<file path="src/rtl/peripheral_pkg.sv">
// peripheral_pkg: shared bus-slot constants, timer register map and mode encoding
package peripheral_pkg;
   localparam logic [23:0] TIMER_ADDR_HIGH = 24'hFFFF_FF;
   localparam int          TIMER_INT_IDX   = 7;
   localparam logic [7:0] TIMER_SYS_LO   = 8'h00;
   localparam logic [7:0] TIMER_SYS_HI   = 8'h04;
   localparam logic [7:0] TIMER_DELAY_LO = 8'h08;
   localparam logic [7:0] TIMER_DELAY_HI = 8'h0C;
   localparam logic [7:0] TIMER_MODE     = 8'h10;
   localparam logic [7:0] TIMER_REPEAT   = 8'h14;
   localparam logic [7:0] TIMER_RST      = 8'h24;
   typedef enum logic [1:0] {TIMER_OFF = 2'd0, TIMER_NTIMES = 2'd1, TIMER_FOREVER = 2'd2} timer_mode_e;
   // A timer may count only with a usable interval and, in NTIMES, firings left.
   function automatic logic timer_armed(logic [1:0] mode, logic [63:0] delay, logic [31:0] rep);
      return delay != 64'd0 && (mode == TIMER_FOREVER || (mode == TIMER_NTIMES && rep != 32'd0));
   endfunction
endpackage

</file>
<file path="src/rtl/timer_sb_ctrl.sv">
// timer_sb_ctrl: system-bus timer slot with 64-bit cycle counter and interval interrupt
module timer_sb_ctrl
   import peripheral_pkg::*;
(
   input  logic        clk_i,
   input  logic        rst_i,
   input  logic        req_i,
   input  logic        write_enable_i,
   input  logic [31:0] addr_i,
   input  logic [31:0] write_data_i,
   output logic [31:0] read_data_o,
   output logic        ready_o,
   output logic        irq_req_o,
   input  logic        irq_ret_i
);
   typedef enum logic {IDLE, RUN} state_e;
   state_e      state;
   logic [63:0] sys_cnt, delay, cnt, delay_n;
   logic [31:0] hi_snap, rep, rep_n, rd_val;
   logic [1:0]  mode, mode_n;
   logic [7:0]  a;
   logic        wr, rd, soft_rst, cfg_wr, fire;
   assign a        = addr_i[7:0];
   assign wr       = req_i && write_enable_i;
   assign rd       = req_i && !write_enable_i;
   assign soft_rst = wr && a == TIMER_RST && write_data_i == 32'd1;
   assign cfg_wr   = wr && (a == TIMER_DELAY_LO || a == TIMER_DELAY_HI || a == TIMER_MODE || a == TIMER_REPEAT);
   assign delay_n  = {wr && a == TIMER_DELAY_HI ? write_data_i : delay[63:32],
                      wr && a == TIMER_DELAY_LO ? write_data_i : delay[31:0]};
   assign mode_n   = wr && a == TIMER_MODE ? write_data_i[1:0] : mode;
   assign rep_n    = wr && a == TIMER_REPEAT ? write_data_i : rep;
   assign fire     = state == RUN && !cfg_wr && cnt == delay - 64'd1;
   assign ready_o  = 1'b1;
   always_comb begin
      rd_val = 32'd0;
      case (a)
         TIMER_SYS_LO:   rd_val = sys_cnt[31:0];
         TIMER_SYS_HI:   rd_val = hi_snap;
         TIMER_DELAY_LO: rd_val = delay[31:0];
         TIMER_DELAY_HI: rd_val = delay[63:32];
         TIMER_MODE:     rd_val = {30'd0, mode};
         TIMER_REPEAT:   rd_val = rep;
         default:        rd_val = 32'd0;
      endcase
   end
   always_ff @(posedge clk_i or posedge rst_i) begin
      if (rst_i) begin
         sys_cnt     <= '0;
         hi_snap     <= '0;
         delay       <= '0;
         rep         <= '0;
         mode        <= '0;
         cnt         <= '0;
         state       <= IDLE;
         irq_req_o   <= 1'b0;
         read_data_o <= '0;
      end else if (soft_rst) begin
         sys_cnt     <= '0;
         hi_snap     <= '0;
         delay       <= '0;
         rep         <= '0;
         mode        <= '0;
         cnt         <= '0;
         state       <= IDLE;
         irq_req_o   <= 1'b0;
         read_data_o <= '0;
      end else begin
         sys_cnt   <= sys_cnt + 64'd1;
         irq_req_o <= fire || (irq_req_o && !irq_ret_i);
         delay     <= delay_n;
         rep       <= rep_n;
         mode      <= mode_n;
         if (rd) read_data_o <= rd_val;
         if (rd && a == TIMER_SYS_LO) hi_snap <= sys_cnt[63:32];
         // A config write restarts the interval; a running timer keeps going only if still armed.
         if (cfg_wr) begin
            cnt   <= '0;
            state <= state == RUN && timer_armed(mode_n, delay_n, rep_n) ? RUN : IDLE;
         end else if (state == IDLE) begin
            state <= timer_armed(mode, delay, rep) ? RUN : IDLE;
         end else if (fire) begin
            cnt <= '0;
            if (mode == TIMER_NTIMES) begin
               rep <= rep - 32'd1;
               if (rep == 32'd1) begin
                  mode  <= TIMER_OFF;
                  state <= IDLE;
               end
            end
         end else begin
            cnt <= cnt + 64'd1;
         end
      end
   end
endmodule
</file>
<file path="config.mk">
export PLATFORM = sky130hd
export DESIGN_NAME = timer_sb_ctrl
export DESIGN_NICKNAME = d
export VERILOG_FILES = /design/src/rtl/peripheral_pkg.sv /design/src/rtl/timer_sb_ctrl.sv
export SDC_FILE = /design/constraint.sdc
export NUM_CORES = 1
export LEC_CHECK = 0
export ABC_CLOCK_PERIOD_IN_PS = 12800
export CORE_UTILIZATION = 60
export CTS_CLUSTER_SIZE = 14
export DETAILED_ROUTE_END_ITERATION = 10
export PLACE_DENSITY = 0.84
export RECOVER_POWER = 100
export SLEW_MARGIN = 5
export SYNTH_ARGS = -nofsm -noshare
export SYNTH_HDL_FRONTEND = slang
export SYNTH_SLANG_ARGS = --single-unit
</file>
<file path="constraint.sdc">
create_clock -name clk_i -period 12.8 [get_ports clk_i]
set_clock_uncertainty 0.15 [all_clocks]
set_input_delay 2.56 -clock clk_i [delete_from_list [all_inputs] [get_ports clk_i]]
set_output_delay 2.56 -clock clk_i [all_outputs]
set_load 0.05 [all_outputs]
</file>
### Placed cells, one colour a class, run 1

Fill, decap, tap and diode cells in grey.
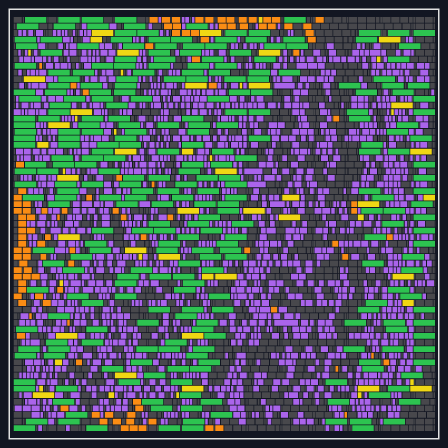
Yellow is clock drivers and dummy loads, cells 57, share of their area 4.9%. Green is registers, cells 292, share of their area 37%. Orange is remaining buffers and delay cells, cells 111, share of their area 5.1%. Purple is remaining logic cells, cells 1,764, share of their area 53%.

### The metal 3 layer, run 1

The bar under the picture is 50 um long.
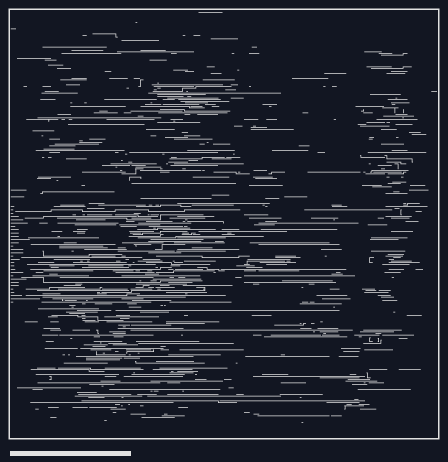
The wires run mostly horizontal. 391 nets have wire on it.
via count: 18,500
final routed wirelength across all metal layers: 66,600 um
Global Route met3 Usage: 9.90%

==> ci_impl_report.md, run 1 <==
## Synthesis and layout report

| Metric | Value |
|---|---|
| Run status | finished, violations left |
| Violations in the final reports | capacitance limit, slew limit |
| Hold Path Origin | read_data_o[29]$_DFFE_PP0P_ |
| Clock Path Buffers | 3 |
| Synth Seq Share | 39.9% |
| Tool warning count | 51 |
| Combinational share of power | 23.5% |
| Sequential share of power | 41.9% |
| Unrepaired setup endpoints after global routing | false |
| Number of nets in the final layout | 2,274 |
| Total die area | 31,300 um^2 |
| Worst hold path class | reg -> reg |
| Max Cap Violations | 8 |
| Rows | 63 |
| Worst Path Required | 12,950 ps |
| Length of routed met2 wiring | 28,800 um |
| Top power group | sequential cells |
| Post-placement setup slack | 5340 ps |
| Wire length on met1 | 25,100 um |
| Sequence of cells on the critical path | dlygate4sd3_1, nor4_1, nand4_1, nor2_1, and4_1, clkbuf_1, a21oi_1 |
| Power dissipated by switching net loads | 870 uW |
| Number of instances in the synthesized netlist | 2,215 |
| Dominant comb cell | simple AND/OR/NAND/NOR gates |
| Hold Fails Final Rpt | 0 |
| Top delay family on crit path | simple AND/OR/NAND/NOR gates |
| Antenna diode count | 0 |
| Max IR drop VDD | 0.000126 V |
| Compound-gate portion of the synthesized area | 18.5% |
| Total area of sequential cells | 7310 um^2 |
| Count of routing violations after the opening detailed-route iteration | 2,481 |
| Inserted Clock Buffers | 31 |
| Count of plain and timing-repair buffers | 111 |
| Met1 global-route usage | 55.8% |
| Max Slew Vio Count | 468 |
| Commonest flop | sky130_fd_sc_hd__dfrtp_1 |
| Hold_buf cts | 0 |
### Metal 2, run 1

Cells faint in the background.
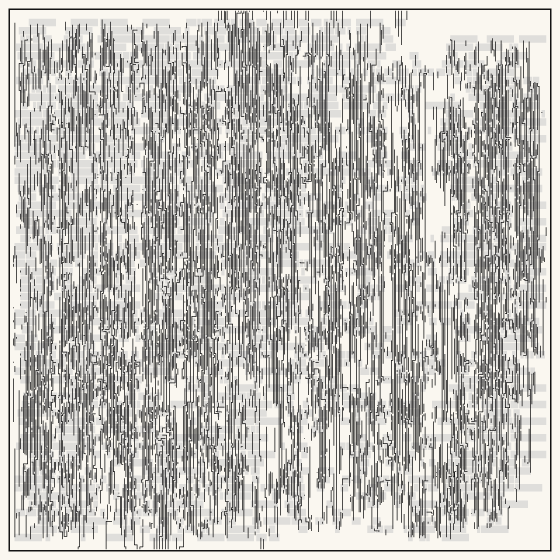
The longest straight run is 82.1 um. The wires run mostly vertical. The layer holds 43% of the routed length. 1,916 nets have wire on it.
met2 GRT Util: 64.2%

### Placed standard cells, run 1

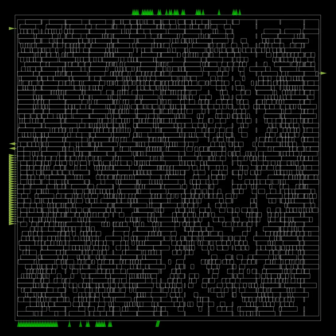
post-layout utilization of the core: 67.5%
Floorplan Core Area: 29,900 um^2
fraction of area in registers: 36.2%

[run 1: Yosys cell counts (16+ instances only)]
master | instances | share of area (%)
sky130_fd_sc_hd__or4_1 | 23 | 0.94
sky130_fd_sc_hd__a31oi_1 | 18 | 0.61
sky130_fd_sc_hd__o21ai_0 | 100 | 2.7
sky130_fd_sc_hd__or3_1 | 53 | 1.8
sky130_fd_sc_hd__clkbuf_1 | 131 | 2.7
sky130_fd_sc_hd__xor2_1 | 64 | 3.1
sky130_fd_sc_hd__nand3_1 | 93 | 2.5
sky130_fd_sc_hd__dfrtp_1 | 292 | 40
sky130_fd_sc_hd__nor3_1 | 95 | 2.6
sky130_fd_sc_hd__a22oi_1 | 31 | 1.3
sky130_fd_sc_hd__a22o_1 | 36 | 1.7
sky130_fd_sc_hd__nand4_1 | 63 | 2.2
sky130_fd_sc_hd__inv_1 | 41 | 0.84
sky130_fd_sc_hd__and3_1 | 33 | 1.1
sky130_fd_sc_hd__a221oi_1 | 23 | 1.1
sky130_fd_sc_hd__a21oi_1 | 143 | 3.9
sky130_fd_sc_hd__nand2_1 | 356 | 7.3
sky130_fd_sc_hd__nor2_1 | 146 | 3.0
sky130_fd_sc_hd__nor4_1 | 69 | 2.4
sky130_fd_sc_hd__xnor2_1 | 73 | 3.5
sky130_fd_sc_hd__a32oi_1 | 16 | 0.76
[run 1: flip-flops by register name, indices dropped and copies added (netlist names)]
| signal | flops |
|---|---|
| cnt | 64 |
| delay | 64 |
| sys_cnt | 64 |
| hi_snap | 32 |
| read_data_o | 32 |
| rep | 32 |
| mode | 2 |
| irq_req_o | 1 |
| state | 1 |
[run 1: tightest hold or removal path, stage by stage, from the launching register on]
cell and delay, ps:
sky130_fd_sc_hd__dfrtp_1 340, sky130_fd_sc_hd__nand2_1 50, sky130_fd_sc_hd__o21ai_0 60
==> run 1 -> run 2 <==
--- a/config.mk
+++ b/config.mk
@@ -5,7 +5,7 @@
 export SDC_FILE = /design/constraint.sdc
 export NUM_CORES = 1
 export LEC_CHECK = 0
-export ABC_CLOCK_PERIOD_IN_PS = 12800
+export ABC_CLOCK_PERIOD_IN_PS = 8200
 export CORE_UTILIZATION = 60
 export CTS_CLUSTER_SIZE = 14
 export DETAILED_ROUTE_END_ITERATION = 10
==> constraint.sdc (replaced) <==
create_clock -name clk_i -period 8.2 [get_ports clk_i]
set_clock_uncertainty 0.15 [all_clocks]
set_input_delay 1.64 -clock clk_i [delete_from_list [all_inputs] [get_ports clk_i]]
set_output_delay 1.64 -clock clk_i [all_outputs]
set_load 0.05 [all_outputs]
### Placed cells, one colour a class, run 2

Fill, decap, tap and diode cells in grey.
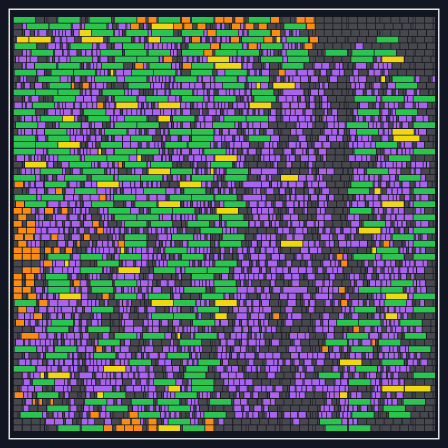
Orange is remaining buffers and delay cells, cells 110, share of their area 5.1%. Purple is remaining logic cells, cells 1,764, share of their area 53%. Green is registers, cells 292, share of their area 37%. Yellow is clock drivers and dummy loads, cells 58, share of their area 5.4%.

==> run 2 against run 1 <==
Effect of this change: global-route usage is 0.85 points lower; the run still ends with capacitance limit, slew limit left; wire length is 1.5% lower; sequential share of layout area is 0.22 points lower; combinational power is 56% higher; register-to-register slack worse by 4300 ps; die area stayed put; critical path type is now reg -> reg; total power is 61% higher; first-iteration DRC count is 7.3% higher; setup slack worse by 2600 ps.
==> ci_impl_report.md, run 2 <==
## Synthesis and layout report

| Metric | Value |
|---|---|
| Max Slew Vio Count | 384 (-18%) |
| Inserted Clock Buffers | 31 (unchanged) |
| Most area-hungry cell type in the Yosys netlist | sky130_fd_sc_hd__dfrtp_1 |
| Sequence of cells on the critical path | nor4_1, nand4_1, nor3_1, nand3_1, o31a_1, a2111oi_0, nand3b_1, nor3_1, mux2_2, o211a_1 |
| Top delay family on crit path | simple AND/OR/NAND/NOR gates |
| Hold Fails Final Rpt | 0 (unchanged) |
| Worst hold path class | reg -> reg |
| Hold_buf cts | 0 (unchanged) |
| Post-placement setup slack | 1920 ps (-3420 ps) |
| Max Cap Violations | 6 (-2) |
| Leading registers by flop count | cnt (64), delay (64), sys_cnt (64) |
| Total die area | 31,300 um^2 (unchanged) |
| Rows | 63 (unchanged) |
| Number of nets in the final layout | 2,273 (-0.044%) |
| Number of instances in the synthesized netlist | 2,215 (unchanged) |
| Unrepaired setup endpoints after global routing | false |
| Violations in the final reports | capacitance limit, slew limit |
| Clock Path Buffers | 3 (unchanged) |
| Run status | finished, violations left |
| Antenna diode count | 0 (unchanged) |
| Tool warning count | 53 (+3.9%) |
| Commonest cells in the synthesized netlist | 356 x sky130_fd_sc_hd__nand2_1, 292 x sky130_fd_sc_hd__dfrtp_1, 146 x sky130_fd_sc_hd__nor2_1 |
| Count of routing violations after the opening detailed-route iteration | 2,662 (+7.3%) |
| Floorplan Core Area | 29,900 um^2 (unchanged) |
### The metal 3 layer, run 2

The bar under the picture is 50 um long.
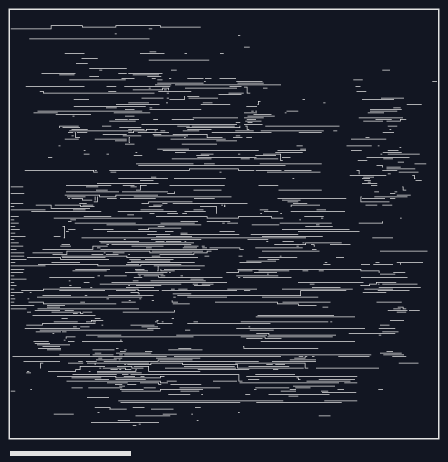
422 nets have wire on it. The longest straight run is 102 um. The layer holds 12% of the routed length.
final routed wirelength across all metal layers: 65,700 um
via count: 18,500
Global Route met3 Usage: 9.97%

run 2: layout make-up:
| type | count | area [um^2] | area share (%) |
|---|---|---|---|
| multi-input combinational | 1722 | 10200 | 50.5 |
| sequential | 292 | 7310 | 36.0 |
| clock inverter | 15 | 174 | 0.857 |
| tap | 390 | 488 | 2.41 |
| inverter | 42 | 161 | 0.796 |
| timing repair buffer | 110 | 1010 | 4.96 |
| clock buffer | 43 | 901 | 4.44 |
run 2: worst paths after layout:
kind                                                  start                          end  slack, ps  depth (start not counted)
worst max-delay path                     delay[5]$_DFF_PP0_            rep[23]$_DFF_PP0_       1270                         10
worst min-delay path            read_data_o[14]$_DFFE_PP0P_  read_data_o[14]$_DFFE_PP0P_        320                          2
worst max register to register           delay[5]$_DFF_PP0_            rep[23]$_DFF_PP0_       1270                         10
worst min register to register  read_data_o[14]$_DFFE_PP0P_  read_data_o[14]$_DFFE_PP0P_        320                          2
max in group asynchronous                             rst_i          delay[43]$_DFF_PP0_       2250                          3
min in group asynchronous                             rst_i             rep[8]$_DFF_PP0_       2920                          3
run 2: logic make-up (layout without fill, tap and decap cells):
group                      count (synthesis)  count (layout)  synth area share, %
AOI/OAI and AO/OA                        509             509                 18.5
xor gates and xnor gates                 137             137                 6.55
adders and majority gates                  5               5                0.341
buffers and inverters                    201             210                 4.35
DFF                                      292             292                 39.9
muxes                                     15              15                0.867
other                                      1               1               0.0205
and+or+nand+nor                         1055            1055                 29.5
run 2: per-stage QoR:
stage	instances	area, um^2
2_1_floorplan	2215	18300
3_3_place_gp	2556	19300
3_5_place_dp	2556	19300
4_1_cts	2614	20400
5_1_grt	2614	20300
6_report	2614	20300
run 2: power breakdown:
group,leakage [uW],switching (uW),internal (uW)
clock network,0.000532,625,863
logic,0.00408,598,332
registers,0.00392,142,1510
total,0.00853,1360,2700
Power figures rest on the tool's default switching activity, not on a simulated workload.
